==> images/m1.png <==
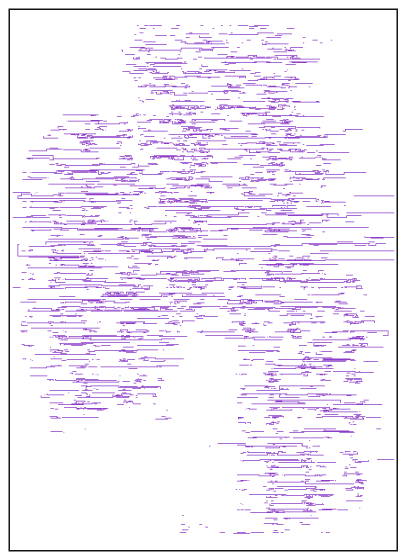
==> images/placed.png <==
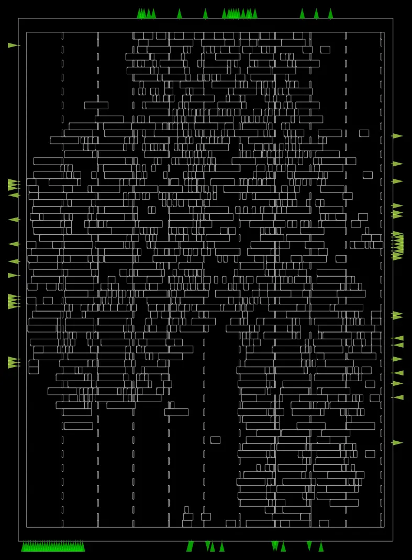
==> images/ff_map.png <==
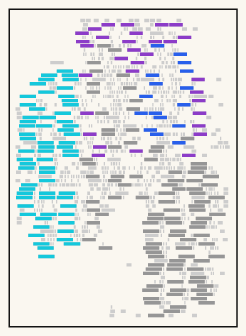
[config.mk]
export PLATFORM = sky130hd
export DESIGN_NAME = uart_mmio_ctrl
export DESIGN_NICKNAME = d
export VERILOG_FILES = /design/src/rtl/uart_mmio_ctrl.sv
export SDC_FILE = /design/constraint.sdc
export NUM_CORES = 1
export LEC_CHECK = 0
export ABC_AREA = 1
export CORE_AREA = 3 3 143 201
export CTS_CLUSTER_DIAMETER = 50
export CTS_CLUSTER_SIZE = 16
export DETAILED_ROUTE_END_ITERATION = 8
export DIE_AREA = 0 0 146 204
export PLACE_DENSITY = 0.59
export SLEW_MARGIN = 30
export SYNTH_ARGS = -nofsm -noshare
export SYNTH_HDL_FRONTEND = slang
export SYNTH_SLANG_ARGS = --single-unit
export TNS_END_PERCENT = 20
[constraint.sdc]
create_clock -name clk -period 3.3 [get_ports clk]
set_clock_uncertainty 0.15 [all_clocks]
set_input_delay 0.33 -clock clk [delete_from_list [all_inputs] [get_ports clk]]
set_output_delay 0.33 -clock clk [all_outputs]
set_load 0.02 [all_outputs]
[src/rtl/uart_mmio_ctrl.sv]
// MMIO bridge between the CPU data port and the on-chip UART ready/valid interface.
// Optional internal TX->RX loopback is built only when UART_MMIO_LOOPBACK_EN is defined.
module uart_mmio_ctrl #(
  parameter int FIFO_DEPTH = 8,
  parameter int CNT_W      = 16
) (
  input  logic        clk,
  input  logic        reset,
  input  logic        mmio_sel,
  input  logic [4:0]  mmio_addr,
  input  logic        mmio_ren,
  input  logic        mmio_wen,
  input  logic [31:0] mmio_wdata,
  output logic [31:0] mmio_rdata,
  output logic [7:0]  uart_tx_data,
  output logic        uart_tx_valid,
  input  logic        uart_tx_ready,
  input  logic [7:0]  uart_rx_data,
  input  logic        uart_rx_valid,
  output logic        uart_rx_ready,
  output logic        irq
);

  localparam int AW = $clog2(FIFO_DEPTH);
  localparam int PW = AW + 1;

  function automatic logic ptr_full(input logic [PW-1:0] wp, input logic [PW-1:0] rp);
    return (wp[AW] != rp[AW]) && (wp[AW-1:0] == rp[AW-1:0]);
  endfunction

  logic [7:0]       tx_mem_q [FIFO_DEPTH];
  logic [7:0]       rx_mem_q [FIFO_DEPTH];
  logic [PW-1:0]    tx_wp_q, tx_wp_d, tx_rp_q, tx_rp_d;
  logic [PW-1:0]    rx_wp_q, rx_wp_d, rx_rp_q, rx_rp_d;
  logic [CNT_W-1:0] rx_cnt_q, rx_cnt_d, tx_cnt_q, tx_cnt_d;
  logic             tx_drop_q, tx_drop_d, rx_ovr_q, rx_ovr_d;
  logic             irq_en_q, irq_en_d, irq_q, irq_d, rx_ready_q;
  logic [31:0]      rdata_q, rdata_d;
  logic             loop_on;

  logic       tx_empty, tx_full, rx_empty, rx_full;
  logic       wr_en, rd_en;
  logic [2:0] reg_idx;
  logic [7:0] tx_head, rx_head;
  logic       tx_push, tx_pop, tx_drop_evt;
  logic       rx_in_valid, rx_push, rx_pop, rx_ovr_evt;
  logic [7:0] rx_in_data;
  logic       ctrl_wr, cnt_clr;
  logic [15:0] rx_cnt16, tx_cnt16;
  logic       unused_bits;

  assign tx_empty = (tx_wp_q == tx_rp_q);
  assign rx_empty = (rx_wp_q == rx_rp_q);
  assign tx_full  = ptr_full(tx_wp_q, tx_rp_q);
  assign rx_full  = ptr_full(rx_wp_q, rx_rp_q);
  assign tx_head  = tx_mem_q[tx_rp_q[AW-1:0]];
  assign rx_head  = rx_mem_q[rx_rp_q[AW-1:0]];
  assign wr_en    = mmio_sel & mmio_wen;
  assign rd_en    = mmio_sel & mmio_ren & ~mmio_wen;
  assign reg_idx  = mmio_addr[4:2];
  assign rx_cnt16 = 16'(rx_cnt_q);
  assign tx_cnt16 = 16'(tx_cnt_q);
  assign unused_bits = ^{mmio_addr[1:0], mmio_wdata[31:8]};

`ifdef UART_MMIO_LOOPBACK_EN
  logic loop_q, loop_d;
  assign loop_on = loop_q;
`else
  assign loop_on = 1'b0;
`endif

  assign uart_tx_data  = tx_head;
  assign uart_tx_valid = ~tx_empty & ~loop_on;
  assign uart_rx_ready = rx_ready_q;
  assign mmio_rdata    = rdata_q;
  assign irq           = irq_q;

  // Next-state logic for FIFOs, sticky flags, control, counters and read data.
  always_comb begin
    ctrl_wr     = wr_en && (reg_idx == 3'd3);
    cnt_clr     = wr_en && (reg_idx == 3'd4);
    tx_push     = wr_en && (reg_idx == 3'd2) && !tx_full;
    tx_drop_evt = wr_en && (reg_idx == 3'd2) && tx_full;
`ifdef UART_MMIO_LOOPBACK_EN
    // A looped byte only leaves TX once RX has room, so loopback never overruns.
    if (loop_q) begin
      tx_pop      = !tx_empty && !rx_full;
      rx_in_valid = tx_pop;
      rx_in_data  = tx_head;
    end else begin
      tx_pop      = !tx_empty && uart_tx_ready;
      rx_in_valid = uart_rx_valid && rx_ready_q;
      rx_in_data  = uart_rx_data;
    end
    loop_d = ctrl_wr ? mmio_wdata[2] : loop_q;
`else
    tx_pop      = !tx_empty && uart_tx_ready;
    rx_in_valid = uart_rx_valid && rx_ready_q;
    rx_in_data  = uart_rx_data;
`endif
    rx_push    = rx_in_valid && !rx_full;
    rx_ovr_evt = rx_in_valid && rx_full;
    rx_pop     = rd_en && (reg_idx == 3'd1) && !rx_empty;

    tx_wp_d = tx_push ? tx_wp_q + PW'(1) : tx_wp_q;
    tx_rp_d = tx_pop  ? tx_rp_q + PW'(1) : tx_rp_q;
    rx_wp_d = rx_push ? rx_wp_q + PW'(1) : rx_wp_q;
    rx_rp_d = rx_pop  ? rx_rp_q + PW'(1) : rx_rp_q;

    // A same-cycle event wins over a clear so no error is silently lost.
    tx_drop_d = tx_drop_evt ? 1'b1 : ((ctrl_wr && mmio_wdata[0]) ? 1'b0 : tx_drop_q);
    rx_ovr_d  = rx_ovr_evt  ? 1'b1 : ((ctrl_wr && mmio_wdata[0]) ? 1'b0 : rx_ovr_q);
    irq_en_d  = ctrl_wr ? mmio_wdata[1] : irq_en_q;

    if (cnt_clr) begin
      rx_cnt_d = '0;
      tx_cnt_d = '0;
    end else begin
      rx_cnt_d = rx_push ? rx_cnt_q + CNT_W'(1) : rx_cnt_q;
      tx_cnt_d = tx_pop  ? tx_cnt_q + CNT_W'(1) : tx_cnt_q;
    end

    irq_d = irq_en_q && !rx_empty;

    rdata_d = rdata_q;
    if (rd_en) begin
      case (reg_idx)
        3'd0:    rdata_d = {28'd0, tx_drop_q, rx_ovr_q, !rx_empty, !tx_full};
        3'd1:    rdata_d = rx_empty ? 32'd0 : {24'd0, rx_head};
        3'd3:    rdata_d = {29'd0, loop_on, irq_en_q, 1'b0};
        3'd4:    rdata_d = {tx_cnt16, rx_cnt16};
        default: rdata_d = 32'd0;
      endcase
    end else begin
      rdata_d = rdata_q;
    end
  end

  // FIFO storage: contents need no reset because pointers gate every read.
  always_ff @(posedge clk) begin
    if (tx_push) tx_mem_q[tx_wp_q[AW-1:0]] <= mmio_wdata[7:0];
    if (rx_push) rx_mem_q[rx_wp_q[AW-1:0]] <= rx_in_data;
  end

  // State registers.
  always_ff @(posedge clk or posedge reset) begin
    if (reset) begin
      tx_wp_q    <= '0;
      tx_rp_q    <= '0;
      rx_wp_q    <= '0;
      rx_rp_q    <= '0;
      rx_cnt_q   <= '0;
      tx_cnt_q   <= '0;
      tx_drop_q  <= 1'b0;
      rx_ovr_q   <= 1'b0;
      irq_en_q   <= 1'b0;
      irq_q      <= 1'b0;
      rx_ready_q <= 1'b0;
      rdata_q    <= 32'd0;
`ifdef UART_MMIO_LOOPBACK_EN
      loop_q     <= 1'b0;
`endif
    end else begin
      tx_wp_q    <= tx_wp_d;
      tx_rp_q    <= tx_rp_d;
      rx_wp_q    <= rx_wp_d;
      rx_rp_q    <= rx_rp_d;
      rx_cnt_q   <= rx_cnt_d;
      tx_cnt_q   <= tx_cnt_d;
      tx_drop_q  <= tx_drop_d;
      rx_ovr_q   <= rx_ovr_d;
      irq_en_q   <= irq_en_d;
      irq_q      <= irq_d;
      rx_ready_q <= 1'b1;
      rdata_q    <= rdata_d;
`ifdef UART_MMIO_LOOPBACK_EN
      loop_q     <= loop_d;
`endif
    end
  end

endmodule

==> run_results.csv <==
group,metric,value,unit
status,outcome,"finished, final reports clean",
floorplan,die_area,29800,um^2
power,power_leakage,4.52,nW
setup_path,cp_cell_sequence,"inv_1 > buf_12 > nor2_1 > o32ai_1 > nand2_1 > nand2_1 > clkdlybuf4s50_1",
floorplan,die_w,146,um
floorplan,ios,95,
setup_path,rrSetupSlack,0.89,ns
drt,wirelength_met1,8990,um
yosys,synth_flops,213,
floorplan,die_h,204,um
cts,clk_pin_slew,0.07,ns
layout,nNonClkBuffers,100,
yosys,edf_count,128,
cts,max-clock-path-buffers,3,
setup_path,r2r-end,"tx_mem_q[4][3]",
setup_path,critPathCaptureType,"output pin",
yosys,postSynthAreaPerCell,10.1,um^2
cts,cts_tree,"yes",
timing,rsz0062_at_grt,"no",
setup_path,endpoint,"uart_tx_data[6]",
power,switchingPower,2.86,mW
power,combPwrFrac,30.9,%
drt,wl_met3,1040,um
setup_path,crit_start,"tx_rp_q[0]",
floorplan,fp_util,35.1,%
grt,grt-ovfl-total,0,
yosys,syn_inst,939,
cts,cts_inserted_buffers,21,
yosys,yosysCellCount,939,
layout,lay_top_cells,"221 x nand2_1, 139 x nor2_1, 128 x edfxtp_1",
yosys,ys_area,9450,um^2
yosys,synth_area,9450,um^2
drt,antenna_left,0,
cts,holdBufCountCts,0,
min_path,worstHoldPathType,"input port to asynchronous set/reset pin",
drt,post_drt_wl_per_cell,15.2,um
yosys,yosysTopAreaCellShare,40.7,%
cts,insertion_delay,0.50,ns
power,totalPowerFinal,8.15,mW
power,p_comb,2.52,mW
grt,grt_pass1_wl,34800,um
timing,maxSlewViolCount,0,
layout,ff_count,213,
yosys,ys_async_sr_fraction,39.9,%
setup_path,crit_path_frequent_cell,"nand2_1",
place,hpwl,14300,um
yosys,yosys_warnings,0,
cts,cts_root_buffer,"clkbuf_16",
grt,grt_start_max_net_pins,49,
cts,cts_resized,0,
timing,slew_headroom,54.2,%
setup_path,start_kind,"register",
setup_path,crit_type,"register to output pin",
place,io_buffers,68,
power,switching_share,35.1,%
yosys,floorplan.nets,997,
grt,met3_usage,2.46,%
layout,inverters,60,
timing,setup-tns-final,0,ns
layout,fin_nets,1083,
grt,grt_usage,14.3,%
layout,syn2layout_area_growth,19.7,%
setup_path,worst_ep_required_time,2.82,ns
layout,logic_gates,629,
power,power_frac_seq,41.7,%
yosys,synth.most_common_cell,"nand2_1",
grt,grt_pass1_vias,6738,
setup_path,crit_slowest_cell,"clkdlybuf4s50_1",
drt,met2_length,10800,um
power,p_clk,2.24,mW
place,gp_congestion,0.795,
layout,sh_comb_area,27.1,%
setup_path,cp_num_buf_inv,3,
setup_path,cp.depth,7,
setup_path,r2r-start,"tx_rp_q[0]",
timing,tightest_slew,0.686,ns
floorplan,coreArea,26900,um^2
layout,nClkBuffers,27,
## Picture notes: m1.png
share of all routed wire: 42%
nets with wire on the layer: 960
longest straight run: 37.7 um
wire length on this layer: 8990 um
WL final: 21300 um
via count: 6727
met1 usage: 17.5%

## Picture notes: placed.png
Filler cells: 2593
Core Rows: 71
Final Non-Filler Cells: 1404
register share of the cell area: 52.8%

## Picture notes: ff_map.png
[`rx_mem_q`] cyan | flops: 64
[`tx_cnt16`] blue | flops: 16
[`mmio_rdata`] purple | flops: 32
not colored: 101
Reg area: 5970 um^2
Power Sequential: 3.40 mW
Final Util: 42.0%

## stage by stage
stage	cells	worst slack [ns]	hold slack (ns)
2_1_floorplan	939	0.627	0.279
3_3_place_gp	1367	0.689	0.316
3_5_place_dp	1367	0.655	0.320
4_1_cts	1404	0.227	0.105
5_1_grt	1404	0.0322	0.144
6_report	1404	0.276	0.0888
## cells by family (layout without fill, tap and decap cells)
| family | count (synthesis) | after routing | share of synthesized area [%] |
|---|---|---|---|
| flip-flops | 213 | 213 | 63.2 |
| adder cells (fa/ha/maj) | 6 | 6 | 0.795 |
| AND-OR/OR-AND | 122 | 122 | 7.61 |
| buffers and inverters | 97 | 197 | 4.41 |
| other | 1 | 1 | 0.0397 |
| AND/OR/NAND/NOR | 460 | 460 | 20.2 |
| XOR/XNOR | 40 | 40 | 3.79 |
Power and IR drop assume default switching activity.
